`src/rtl/mem_arbiter.sv`:
```
// Two-master arbiter sharing one memory port between instruction fetch (if) and data (dm).
// Data has priority; a saturating starvation counter forces a fetch grant after STARVE_MAX data wins.
module mem_arbiter #(
    parameter int unsigned ADDR_W     = 32,
    parameter int unsigned DATA_W     = 32,
    parameter int unsigned STARVE_MAX = 4
) (
    input  logic                clk,
    input  logic                rst_n,

    input  logic                if_req,
    input  logic [ADDR_W-1:0]   if_addr,
    output logic                if_done,
    output logic [DATA_W-1:0]   if_rdata,

    input  logic                dm_req,
    input  logic                dm_we,
    input  logic [ADDR_W-1:0]   dm_addr,
    input  logic [DATA_W-1:0]   dm_wdata,
    input  logic [DATA_W/8-1:0] dm_be,
    output logic                dm_done,
    output logic [DATA_W-1:0]   dm_rdata,

    output logic                mem_req,
    output logic                mem_we,
    output logic [ADDR_W-1:0]   mem_addr,
    output logic [DATA_W-1:0]   mem_wdata,
    output logic [DATA_W/8-1:0] mem_be,
    input  logic                mem_ack,
    input  logic [DATA_W-1:0]   mem_rdata
);

    localparam int unsigned BeW  = DATA_W / 8;
    localparam int unsigned CntW = (STARVE_MAX > 0) ? $clog2(STARVE_MAX + 1) : 1;
    localparam logic [CntW-1:0] CntMax = CntW'(STARVE_MAX);

    typedef enum logic [1:0] {StIdle, StBusy, StResp} state_e;

    state_e            state_q, state_d;
    logic              owner_dm_q, owner_dm_d;
    logic [CntW-1:0]   starve_cnt_q, starve_cnt_d;
    logic              mem_req_q, mem_req_d;
    logic              mem_we_q, mem_we_d;
    logic [ADDR_W-1:0] mem_addr_q, mem_addr_d;
    logic [DATA_W-1:0] mem_wdata_q, mem_wdata_d;
    logic [BeW-1:0]    mem_be_q, mem_be_d;
    logic              if_done_q, if_done_d;
    logic              dm_done_q, dm_done_d;
    logic [DATA_W-1:0] if_rdata_q, if_rdata_d;
    logic [DATA_W-1:0] dm_rdata_q, dm_rdata_d;

    logic grant_if;
    logic grant_dm;

    always_comb begin
        grant_if = if_req && (!dm_req || (starve_cnt_q == CntMax));
        grant_dm = dm_req && !grant_if;
    end

    always_comb begin
        state_d      = state_q;
        owner_dm_d   = owner_dm_q;
        starve_cnt_d = starve_cnt_q;
        mem_req_d    = mem_req_q;
        mem_we_d     = mem_we_q;
        mem_addr_d   = mem_addr_q;
        mem_wdata_d  = mem_wdata_q;
        mem_be_d     = mem_be_q;
        if_rdata_d   = if_rdata_q;
        dm_rdata_d   = dm_rdata_q;
        if_done_d    = 1'b0;
        dm_done_d    = 1'b0;

        unique case (state_q)
            StIdle: begin
                if (grant_if) begin
                    state_d      = StBusy;
                    owner_dm_d   = 1'b0;
                    starve_cnt_d = '0;
                    mem_req_d    = 1'b1;
                    mem_we_d     = 1'b0;
                    mem_addr_d   = if_addr;
                    mem_wdata_d  = '0;
                    mem_be_d     = '1;
                end else if (grant_dm) begin
                    state_d     = StBusy;
                    owner_dm_d  = 1'b1;
                    mem_req_d   = 1'b1;
                    mem_we_d    = dm_we;
                    mem_addr_d  = dm_addr;
                    mem_wdata_d = dm_wdata;
                    mem_be_d    = dm_be;
                    // Only a waiting fetch accumulates starvation.
                    if (!if_req) begin
                        starve_cnt_d = '0;
                    end else if (starve_cnt_q != CntMax) begin
                        starve_cnt_d = starve_cnt_q + 1'b1;
                    end
                end
            end
            StBusy: begin
                if (mem_ack) begin
                    state_d   = StResp;
                    mem_req_d = 1'b0;
                    if (owner_dm_q) begin
                        dm_done_d = 1'b1;
                        if (!mem_we_q) begin
                            dm_rdata_d = mem_rdata;
                        end
                    end else begin
                        if_done_d  = 1'b1;
                        if_rdata_d = mem_rdata;
                    end
                end
            end
            StResp: begin
                state_d = StIdle;
            end
            default: begin
                state_d = StIdle;
            end
        endcase
    end

    always_ff @(posedge clk or negedge rst_n) begin
        if (!rst_n) begin
            state_q      <= StIdle;
            owner_dm_q   <= 1'b0;
            starve_cnt_q <= '0;
            mem_req_q    <= 1'b0;
            mem_we_q     <= 1'b0;
            mem_addr_q   <= '0;
            mem_wdata_q  <= '0;
            mem_be_q     <= '0;
            if_done_q    <= 1'b0;
            dm_done_q    <= 1'b0;
            if_rdata_q   <= '0;
            dm_rdata_q   <= '0;
        end else begin
            state_q      <= state_d;
            owner_dm_q   <= owner_dm_d;
            starve_cnt_q <= starve_cnt_d;
            mem_req_q    <= mem_req_d;
            mem_we_q     <= mem_we_d;
            mem_addr_q   <= mem_addr_d;
            mem_wdata_q  <= mem_wdata_d;
            mem_be_q     <= mem_be_d;
            if_done_q    <= if_done_d;
            dm_done_q    <= dm_done_d;
            if_rdata_q   <= if_rdata_d;
            dm_rdata_q   <= dm_rdata_d;
        end
    end

    assign mem_req   = mem_req_q;
    assign mem_we    = mem_we_q;
    assign mem_addr  = mem_addr_q;
    assign mem_wdata = mem_wdata_q;
    assign mem_be    = mem_be_q;
    assign if_done   = if_done_q;
    assign dm_done   = dm_done_q;
    assign if_rdata  = if_rdata_q;
    assign dm_rdata  = dm_rdata_q;

endmodule

```
`config.mk`:
```
export PLATFORM = sky130hd
export DESIGN_NAME = mem_arbiter
export DESIGN_NICKNAME = d
export VERILOG_FILES = /design/src/rtl/mem_arbiter.sv
export SDC_FILE = /design/constraint.sdc
export NUM_CORES = 1
export LEC_CHECK = 0
export CORE_MARGIN = 2
export CORE_UTILIZATION = 38
export DETAILED_ROUTE_END_ITERATION = 8
export GPL_TIMING_DRIVEN = 0
export PLACE_DENSITY = 0.77
export SLEW_MARGIN = 25
export SYNTH_ARGS = -nofsm -noshare
export SYNTH_HDL_FRONTEND = slang
export SYNTH_SLANG_ARGS = --single-unit
```
`constraint.sdc`:
```
create_clock -name clk -period 1.75 [get_ports clk]
set_clock_uncertainty 0.2 [all_clocks]
set_input_delay 0.35 -clock clk [delete_from_list [all_inputs] [get_ports clk]]
set_output_delay 0.35 -clock clk [all_outputs]
set_load 0.02 [all_outputs]
```
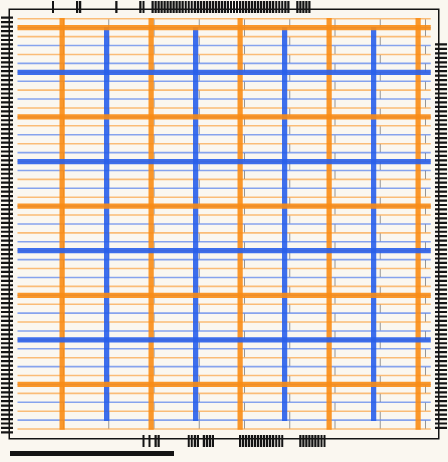
*PDN straps and rails, run 1*
Bar = 50 um. Pins as bars on the die edge. Tap cells in grey.
| net | colour |
|---|---|
| VSS | orange |
| VDD | blue |
signal pins: 274
met5 straps: 9
Die X: 130.5 um
vertical die dimension: 130.5 um

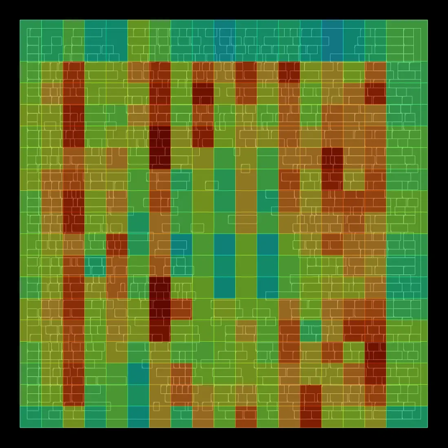
*Routing congestion map, run 1*
M2 GR Usage: 43.72%
detailed-route wire length per cell: 20.51 um

==> CHANGELOG.md, run 1 <==
### Metrics

* Outcome: complete, but fails checks
* Violated checks: setup timing
* Proportion of total power due to net switching at between 30% and 40%
* Arrival time worst endpoint at 1.99 ns
* Proportion of synthesized flip-flops having asynchronous set or reset at 100.0%
* Post-Layout Inst Area at about 11000 sq um
* Number of hold-repair buffers added at the cts stage at 1
* Number of ordinary and repair buffers in the finished layout at between 300 and 400
* Dominant logic cell types in the final layout: sky130_fd_sc_hd__dfrtp_1, sky130_fd_sc_hd__clkdlybuf4s50_1, sky130_fd_sc_hd__dlygate4sd2_1
* Combinational group share of total power at between 40% and 50%
* Maximum number of pins on one net before global-route repair at about 79
* Well Taps at about 220
* Distinct lib cells used at 30
* Cell count in the Yosys report at approximately 460
* Worst Setup SP: state_q[0]
* # rows at ~46
* Buf+Inv Stages, Crit Path at 4
* Layout clock buffers at 18
* Non-clock inverter instance count of the final layout at 5
* Buffers inserted during post-CTS setup optimization at 22
* Register area share after synthesis at around 60%
* Transition time at the pin with the least slew margin at between 0.5 and 0.6 ns
* Core box area at around 16000 sq um
* Area of placed instances at ~9000 sq um
* Number of cells on the critical path at 7
* Internal power at approximately 12 mW
* WP data required at ~1.8 ns
* Most used routing layer: met2
* Fraction of area in multi-input gates at between 20% and 30%
* Fin Hold WS at between 0.2 and 0.3 ns
* CTS HTree Levels at 4
* Post-synthesis sequential element count at 142
* Unrepaired setup endpoints after global routing: true
* Power density over the cells at 1796 nW/um^2
* Post-layout nets at just over 900
* Min cycle time layout at 1.899 ns
* Post-synth tally of flip-flops with integrated enable at 0
* Portion of netlist area occupied by mux cells at 12.20%
* Prevailing post-synth register cell: sky130_fd_sc_hd__dfrtp_1
* Setup crit end: if_rdata[30]
* R2R Path End: if_rdata[30]
* Met3 wire len at ~1800 um
* Compound-Gate Fraction of Synth Area at 11.74%
* Sequence of cells on the critical path: nand3b_1 -> buf_6 -> nor2_4 -> buf_6 -> buf_12 -> buf_8 -> mux2_4
* Power dissipated by switching net loads at 7.089 mW
* Power Sequential at 5.87 mW
* Cell with the most instances after synthesis: sky130_fd_sc_hd__dfrtp_1
* # setup viols final at 117
* Crit-path leading delay family: buffers and inverters
* MI comb cells at approximately 260
* Maximum VDD drop at 0.7293 mV
* Post-synth design cell area at ~6000 sq um
* Mean number of vias per cell at 5.277
* Critical path launch point type: flip-flop
* Number of antenna cells inserted at 0
* Total clock network power at roughly 3.9 mW
* Chip footprint at about 17000 sq um
* Largest stage delay on the critical path at roughly 0.42 ns
* Post-Route Utilization at 66.99%
* Clk network pwr share at about a fifth
* Top logic cell family in the synthesized netlist: simple AND/OR/NAND/NOR gates
* Biggest Area Class: sequential cells
* Most common cell type on the critical path: sky130_fd_sc_hd__buf_6
* Largest area contributor in the synthesized netlist: sky130_fd_sc_hd__dfrtp_1
* Achievable clock frequency at roughly 0.53 GHz
* Final estimated routing congestion in global placement at roughly 0.9
* Total count of hold-check failures in the final report at 0
* Total global routing track utilization at ~24%
* Number of nets still failing antenna checks after routing at 0
* Register share of the cell area at between 30% and 40%
* IO Pins at between 200 and 300
* Min-delay worst type: input port to async pin
* Fraction of final layout cells sized beyond drive strength 1 at a little under a quarter
* Setup ws final at -0.1495 ns
* Layout Area Growth over Synthesis at 73.65%
* CTS clk-pin slew, worst paths at 0.07 ns
* Top post-synthesis cells by count: sky130_fd_sc_hd__dfrtp_1, sky130_fd_sc_hd__and3_1, sky130_fd_sc_hd__mux2_2
* Number of fillers in the final layout at roughly 1100
* Number of standard cells in the layout, taps in and fillers out at 1018
* Adder-cell share of the synthesized area at less than 1%
* Residual overflow from global routing at 0
* M3 GR Usage at between 6 and 7%
* Number of buffers added by the clock tree synthesis step at 17
* Portion of the layout cell area used by non-clock buffers at 33.54%
* DRC violations left at 0
* Number of antenna violations at the first check in global routing at 0
* Post-DP HPWL at around 14000 um
* Comb. pwr at 9.16 mW
* Initial core utilization at about two fifths
* Most numerous logic cell after layout: sky130_fd_sc_hd__dfrtp_1
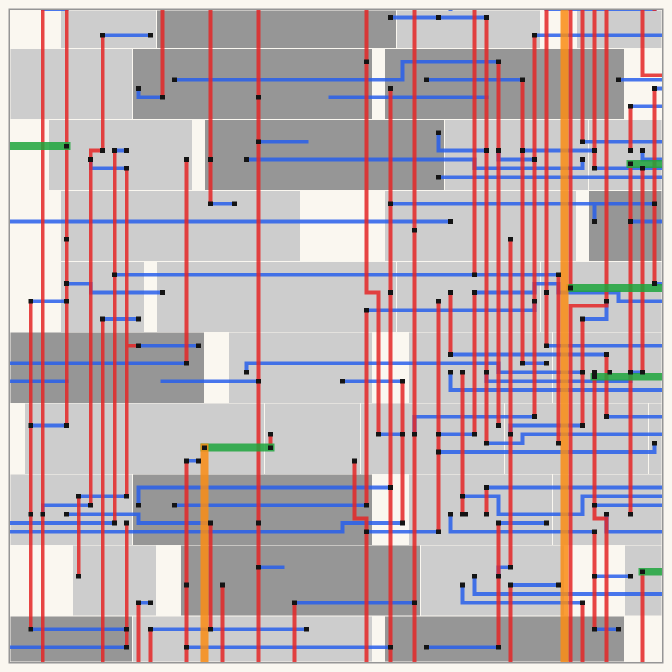
*Layout detail, run 1*
Window x 85 to 110, y 20 to 45 um. Cells in grey, sequential cells in the stronger grey; small squares are vias.
| layer | colour |
|---|---|
| M4 | orange |
| M3 | green |
| M1 | blue |
| M2 | red |
netlist names of flops here include: dm_rdata (5), if_rdata (4)
cells with their middle in the window: 34
most frequent: mux2_4 (12), dfrtp_1 (9), clkbuf_16 (4)
sequential cells in the window: 9

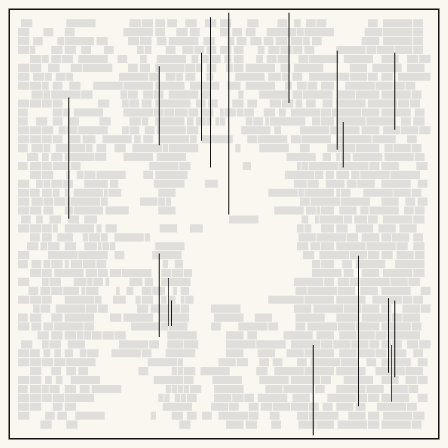
*The metal 4 layer, run 1*
wire length on this layer: 470 um
longest straight run: 61.2 um
nets with wire on the layer: 15
main direction: vertical
via total after detailed routing: 5372
final wirelength: 20880 um

### Wiring by layer, run 1

Two of the layers only.
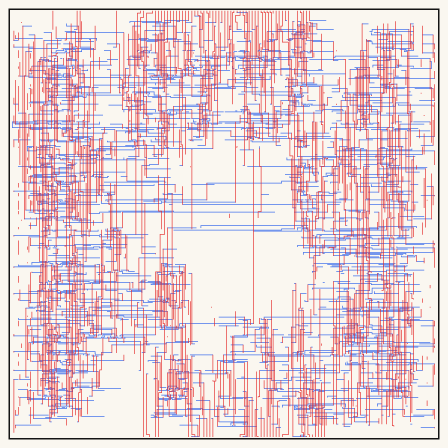

==> run 2, diff against run 1 <==
--- a/config.mk
+++ b/config.mk
@@ -6,10 +6,12 @@
 export NUM_CORES = 1
 export LEC_CHECK = 0
 export CORE_MARGIN = 2
-export CORE_UTILIZATION = 38
+export CORE_UTILIZATION = 39
+export CTS_BUF_LIST = sky130_fd_sc_hd__clkbuf_4
 export DETAILED_ROUTE_END_ITERATION = 8
 export GPL_TIMING_DRIVEN = 0
-export PLACE_DENSITY = 0.77
+export PLACE_DENSITY = 0.79
+export SETUP_SLACK_MARGIN = 0.5
 export SLEW_MARGIN = 25
 export SYNTH_ARGS = -nofsm -noshare
 export SYNTH_HDL_FRONTEND = slang
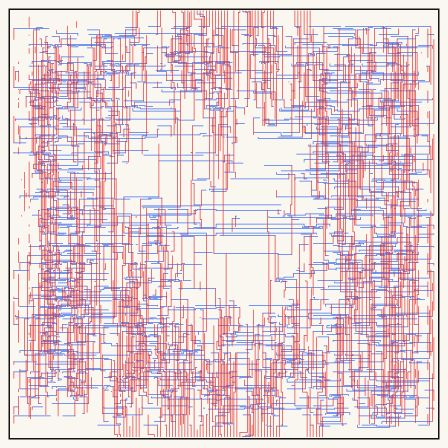
*Wiring by layer, run 2*
Two of the layers only.
| layer | colour | wire length |
|---|---|---|
| M1 | blue | 8630 um |
| M2 | red | 11900 um |
via total after detailed routing: 5730
total global routing track utilization: 25.01%
final wirelength: 22830 um
detailed-route wire length per cell: 21.26 um

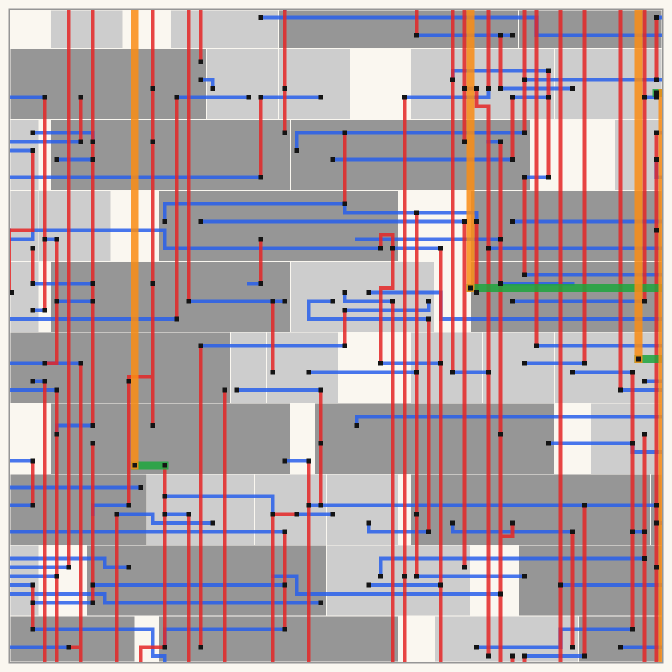
*Layout detail, run 2*
Window x 84 to 109, y 20 to 45 um. Cells in grey, sequential cells in the stronger grey; small squares are vias.
| layer | colour |
|---|---|
| M1 | blue |
| M3 | green |
| M4 | orange |
| M2 | red |
netlist names of flops here include: mem_wdata (8), dm_rdata (6), if_rdata (4)
most frequent: dfrtp_1 (18), buf_4 (6)
sequential cells in the window: 18
cells with their middle in the window: 36

==> run 2 against run 1 <==
  * The run ends with hold timing, setup timing left
  * Highest routed layer unchanged
  * Die area down 2.5%
  * Critical endpoint is now if_rdata[15]
  * Cell count up 5.5%
  * Maximum frequency down 0.79%
  * Core utilization increased by 6.9 points
  * Clock power decreased by 46%
  * Synthesized cell count stayed put
  * Combinational power up 34%
  * Largest cell class is now buffers
==> CHANGELOG.md, run 2 <==
### Metrics

* Outcome: complete, but fails checks
* Violated checks: hold timing, setup timing
* Distinct lib cells used at 30
* Sequence of cells on the critical path: nand3b_1 -> buf_6 -> nor2_4 -> buf_6 -> buf_6 -> buf_8 -> mux2_4
* Most common cell type on the critical path: sky130_fd_sc_hd__buf_6
* DRC violations left at 0
* Vertical die dimension at between 100 and 150 um
* Buf+Inv Stages, Crit Path at 4
* Proportion of synthesized flip-flops having asynchronous set or reset at 100.0%
* Min cycle time layout at roughly 1.9 ns
* Biggest Area Class: buffers
* Combinational group share of total power at between 50% and 60%
* WP data required at 1.97 ns
* M3 GR Usage at under 10%
* Layout clock buffers at 18
* Core box area at between 15000 and 20000 sq um
* Mean number of vias per cell at 5.335
* Area of placed instances at about 9200 sq um
* # setup viols final at 128
* Number of fillers in the final layout at ~940
* Die X at 128.9 um
* Critical path launch point type: flip-flop
* Largest stage delay on the critical path at roughly 0.42 ns
* Power dissipated by switching net loads at a little under 8 mW
* Top post-synthesis cells by count: sky130_fd_sc_hd__dfrtp_1, sky130_fd_sc_hd__and3_1, sky130_fd_sc_hd__mux2_2
* Total count of hold-check failures in the final report at 142
* Portion of netlist area occupied by mux cells at approximately 12%
* Non-clock inverter instance count of the final layout at 5
* Compound-Gate Fraction of Synth Area at roughly an eighth
* Setup crit end: if_rdata[15]
* Layout Area Growth over Synthesis at 84.62%
* Total clock network power at between 2 and 2.5 mW
* R2R Path End: if_rdata[15]
* Final estimated routing congestion in global placement at a little over 0.9
* Post-DP HPWL at between 10000 and 15000 um
* Fin Hold WS at -0.5001 ns
* Proportion of total power due to net switching at between 30% and 40%
* Buffers inserted during post-CTS setup optimization at between 50 and 60
* Fraction of area in multi-input gates at between 20% and 30%
* Number of cells on the critical path at 7
* Number of antenna violations at the first check in global routing at 1
* IO Pins at around 270
* Prevailing post-synth register cell: sky130_fd_sc_hd__dfrtp_1
* Post-synth design cell area at 6083 sq um
* Most used routing layer: met2
* Post-synth tally of flip-flops with integrated enable at 0
* Largest area contributor in the synthesized netlist: sky130_fd_sc_hd__dfrtp_1
* Setup ws final at -0.1646 ns
* # rows at 45
* Achievable clock frequency at between 0.5 and 0.6 GHz
* MI comb cells at 263
* Min-delay worst type: input port to async pin
* Dominant logic cell types in the final layout: sky130_fd_sc_hd__buf_6, sky130_fd_sc_hd__dfrtp_1, sky130_fd_sc_hd__clkdlybuf4s50_1
* Power density over the cells at 1837 nW/um^2
* CTS clk-pin slew, worst paths at approximately 0.15 ns
* Number of antenna cells inserted at 1
* Initial core utilization at around two fifths
* Comb. pwr at ~12 mW
* Arrival time worst endpoint at between 2 and 2.5 ns
* Residual overflow from global routing at 0
* Maximum VDD drop at between 1 and 1.5 mV
### Routing congestion map, run 2

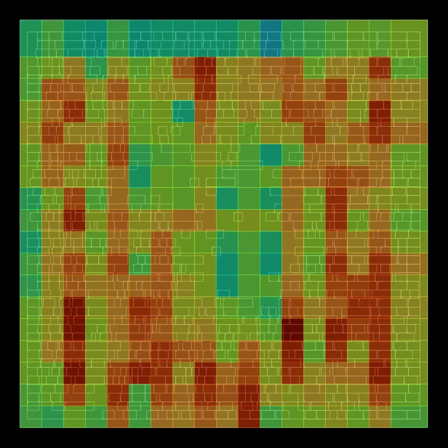

==> run 3, diff against run 2 <==
--- a/config.mk
+++ b/config.mk
@@ -11,6 +11,7 @@
 export DETAILED_ROUTE_END_ITERATION = 8
 export GPL_TIMING_DRIVEN = 0
 export PLACE_DENSITY = 0.79
+export RECOVER_POWER = 25
 export SETUP_SLACK_MARGIN = 0.5
 export SLEW_MARGIN = 25
 export SYNTH_ARGS = -nofsm -noshare
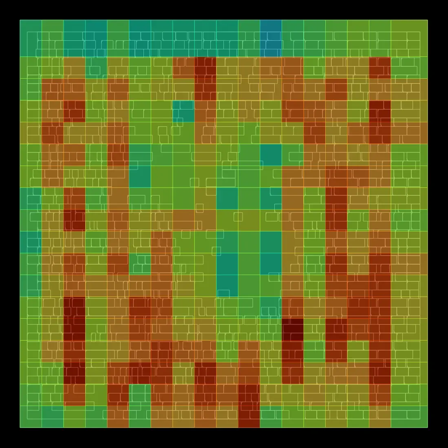
*Routing congestion map, run 3*
Post-Route Utilization: 73.76%
M2 GR Usage: 46.09%
detailed-route wire length per cell: 21.26 um

==> run 3 against run 2 <==
  * The flow still finishes with violations (hold timing, setup timing)
  * Combinational power about the same
  * Setup slack gained 0.00066 ns
  * Wire length about the same
  * Core utilization decreased by 0.12 points
==> CHANGELOG.md, run 3 <==
### Metrics

* Crit-path leading delay family: buffers and inverters
* Critical path launch point type: flip-flop
* Number of antenna violations at the first check in global routing at 1
* Distinct lib cells used at 30
* Most numerous logic cell after layout: sky130_fd_sc_hd__buf_6
* Maximum number of pins on one net before global-route repair at just over 90
* Setup ws final at -0.1639 ns
* Total clock network power at ~2.1 mW
* Unrepaired setup endpoints after global routing: true
* IO Pins at between 200 and 300
* Achievable clock frequency at approximately 0.52 GHz
* Layout clock buffers at 18
* Biggest Area Class: buffers
* Number of standard cells in the layout, taps in and fillers out at 1074
* Total count of hold-check failures in the final report at approximately 52
* Min cycle time layout at around 1.9 ns
* Power dissipated by switching net loads at slightly below 8 mW
* Buffers inserted during post-CTS setup optimization at about 58
* Cell with the most instances after synthesis: sky130_fd_sc_hd__dfrtp_1
* Num Clock Sinks at ~140
* Total global routing track utilization at 25.01%
* DRC violations left at 0
* Number of cells on the critical path at 7
* # rows at around 45
* WP data required at between 1.5 and 2 ns
* Number of fillers in the final layout at 942
* Via total after detailed routing at 5730
* Initial core utilization at between 40% and 50%
* R2R Path End: if_rdata[15]
* Category of the most critical setup path: flip-flop to flip-flop
* Min-delay worst type: input port to async pin
* # setup viols final at ~130
* Layout Area Growth over Synthesis at 84.33%
* Type of destination of the critical path: flip-flop
* Register share of the cell area at roughly a third
* Sequence of cells on the critical path: nand3b_1 -> buf_6 -> nor2_4 -> buf_6 -> buf_6 -> buf_8 -> mux2_4
* Core box area at about 15000 sq um
* Number of ordinary and repair buffers in the finished layout at ~440
* Most common cell type on the critical path: sky130_fd_sc_hd__buf_6
* CTS HTree Levels at 4
* Proportion of synthesized flip-flops having asynchronous set or reset at 100.0%
* Outcome: complete, but fails checks
* Power density over the cells at between 1500 and 2000 nW/um^2
* Max-slew headroom at between 9 and 10%
* CTS clk-pin slew, worst paths at about 0.15 ns
* Largest stage delay on the critical path at around 0.42 ns
* Top logic cell family in the synthesized netlist: simple AND/OR/NAND/NOR gates
* Arrival time worst endpoint at approximately 2.1 ns
* Most used routing layer: met2
* Clk network pwr share at roughly a tenth
* Post-Layout Inst Area at 11210 sq um
* MI comb cells at 263
* Violated checks: hold timing, setup timing
* Fraction of final layout cells sized beyond drive strength 1 at 46.44%
* Setup crit end: if_rdata[15]
* Number of antenna cells inserted at 1
* Post-layout nets at 1012
* Cell count in the Yosys report at around 460
* Post-synthesis sequential element count at 142
* Non-clock inverter instance count of the final layout at 5
* Area of placed instances at about 9200 sq um
* Top post-synthesis cells by count: sky130_fd_sc_hd__dfrtp_1, sky130_fd_sc_hd__and3_1, sky130_fd_sc_hd__mux2_2
* Transition time at the pin with the least slew margin at ~1.4 ns
* Fin Hold WS at -0.1023 ns
* Synth area leaders: sky130_fd_sc_hd__dfrtp_1, sky130_fd_sc_hd__mux2_2, sky130_fd_sc_hd__and3_1
* Maximum VDD drop at about 1.1 mV
* Worst Setup SP: state_q[1]
* Portion of the layout cell area used by non-clock buffers at between 40% and 50%
* Proportion of total power due to net switching at between 30% and 40%
* Number of nets still failing antenna checks after routing at 0
* Met3 wire len at between 1500 and 2000 um
* Post-synth design cell area at 6083 sq um
* Vertical die dimension at roughly 130 um
* Die X at approximately 130 um
* Compound-Gate Fraction of Synth Area at a little under an eighth
* Chip footprint at ~17000 sq um
* Portion of netlist area occupied by mux cells at between 10 and 15%
* Final estimated routing congestion in global placement at 0.9165
* Number of buffers added by the clock tree synthesis step at 17
* Internal power at 12.90 mW
* Dominant logic cell types in the final layout: sky130_fd_sc_hd__buf_6, sky130_fd_sc_hd__dfrtp_1, sky130_fd_sc_hd__clkdlybuf4s50_1
* Mean number of vias per cell at about 5.3
* Largest area contributor in the synthesized netlist: sky130_fd_sc_hd__dfrtp_1
* Buf+Inv Stages, Crit Path at 4
* Met1 Usage GRT at 26.43%
* Register area share after synthesis at 58.41%
* Post-DP HPWL at between 10000 and 15000 um
* Comb. pwr at about 12 mW
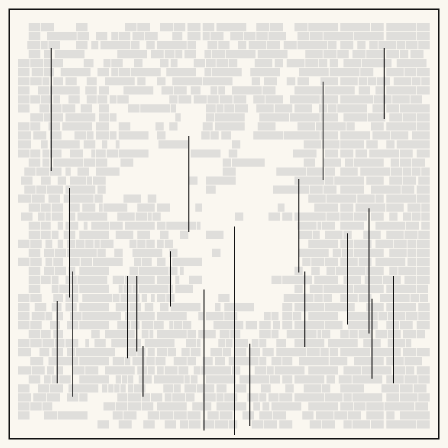
*The metal 4 layer, run 3*
nets with wire on the layer: 16
wire length on this layer: 588 um
share of all routed wire: 2.6%
longest straight run: 62.6 um
final wirelength: 22830 um

Power and IR drop assume default switching activity.
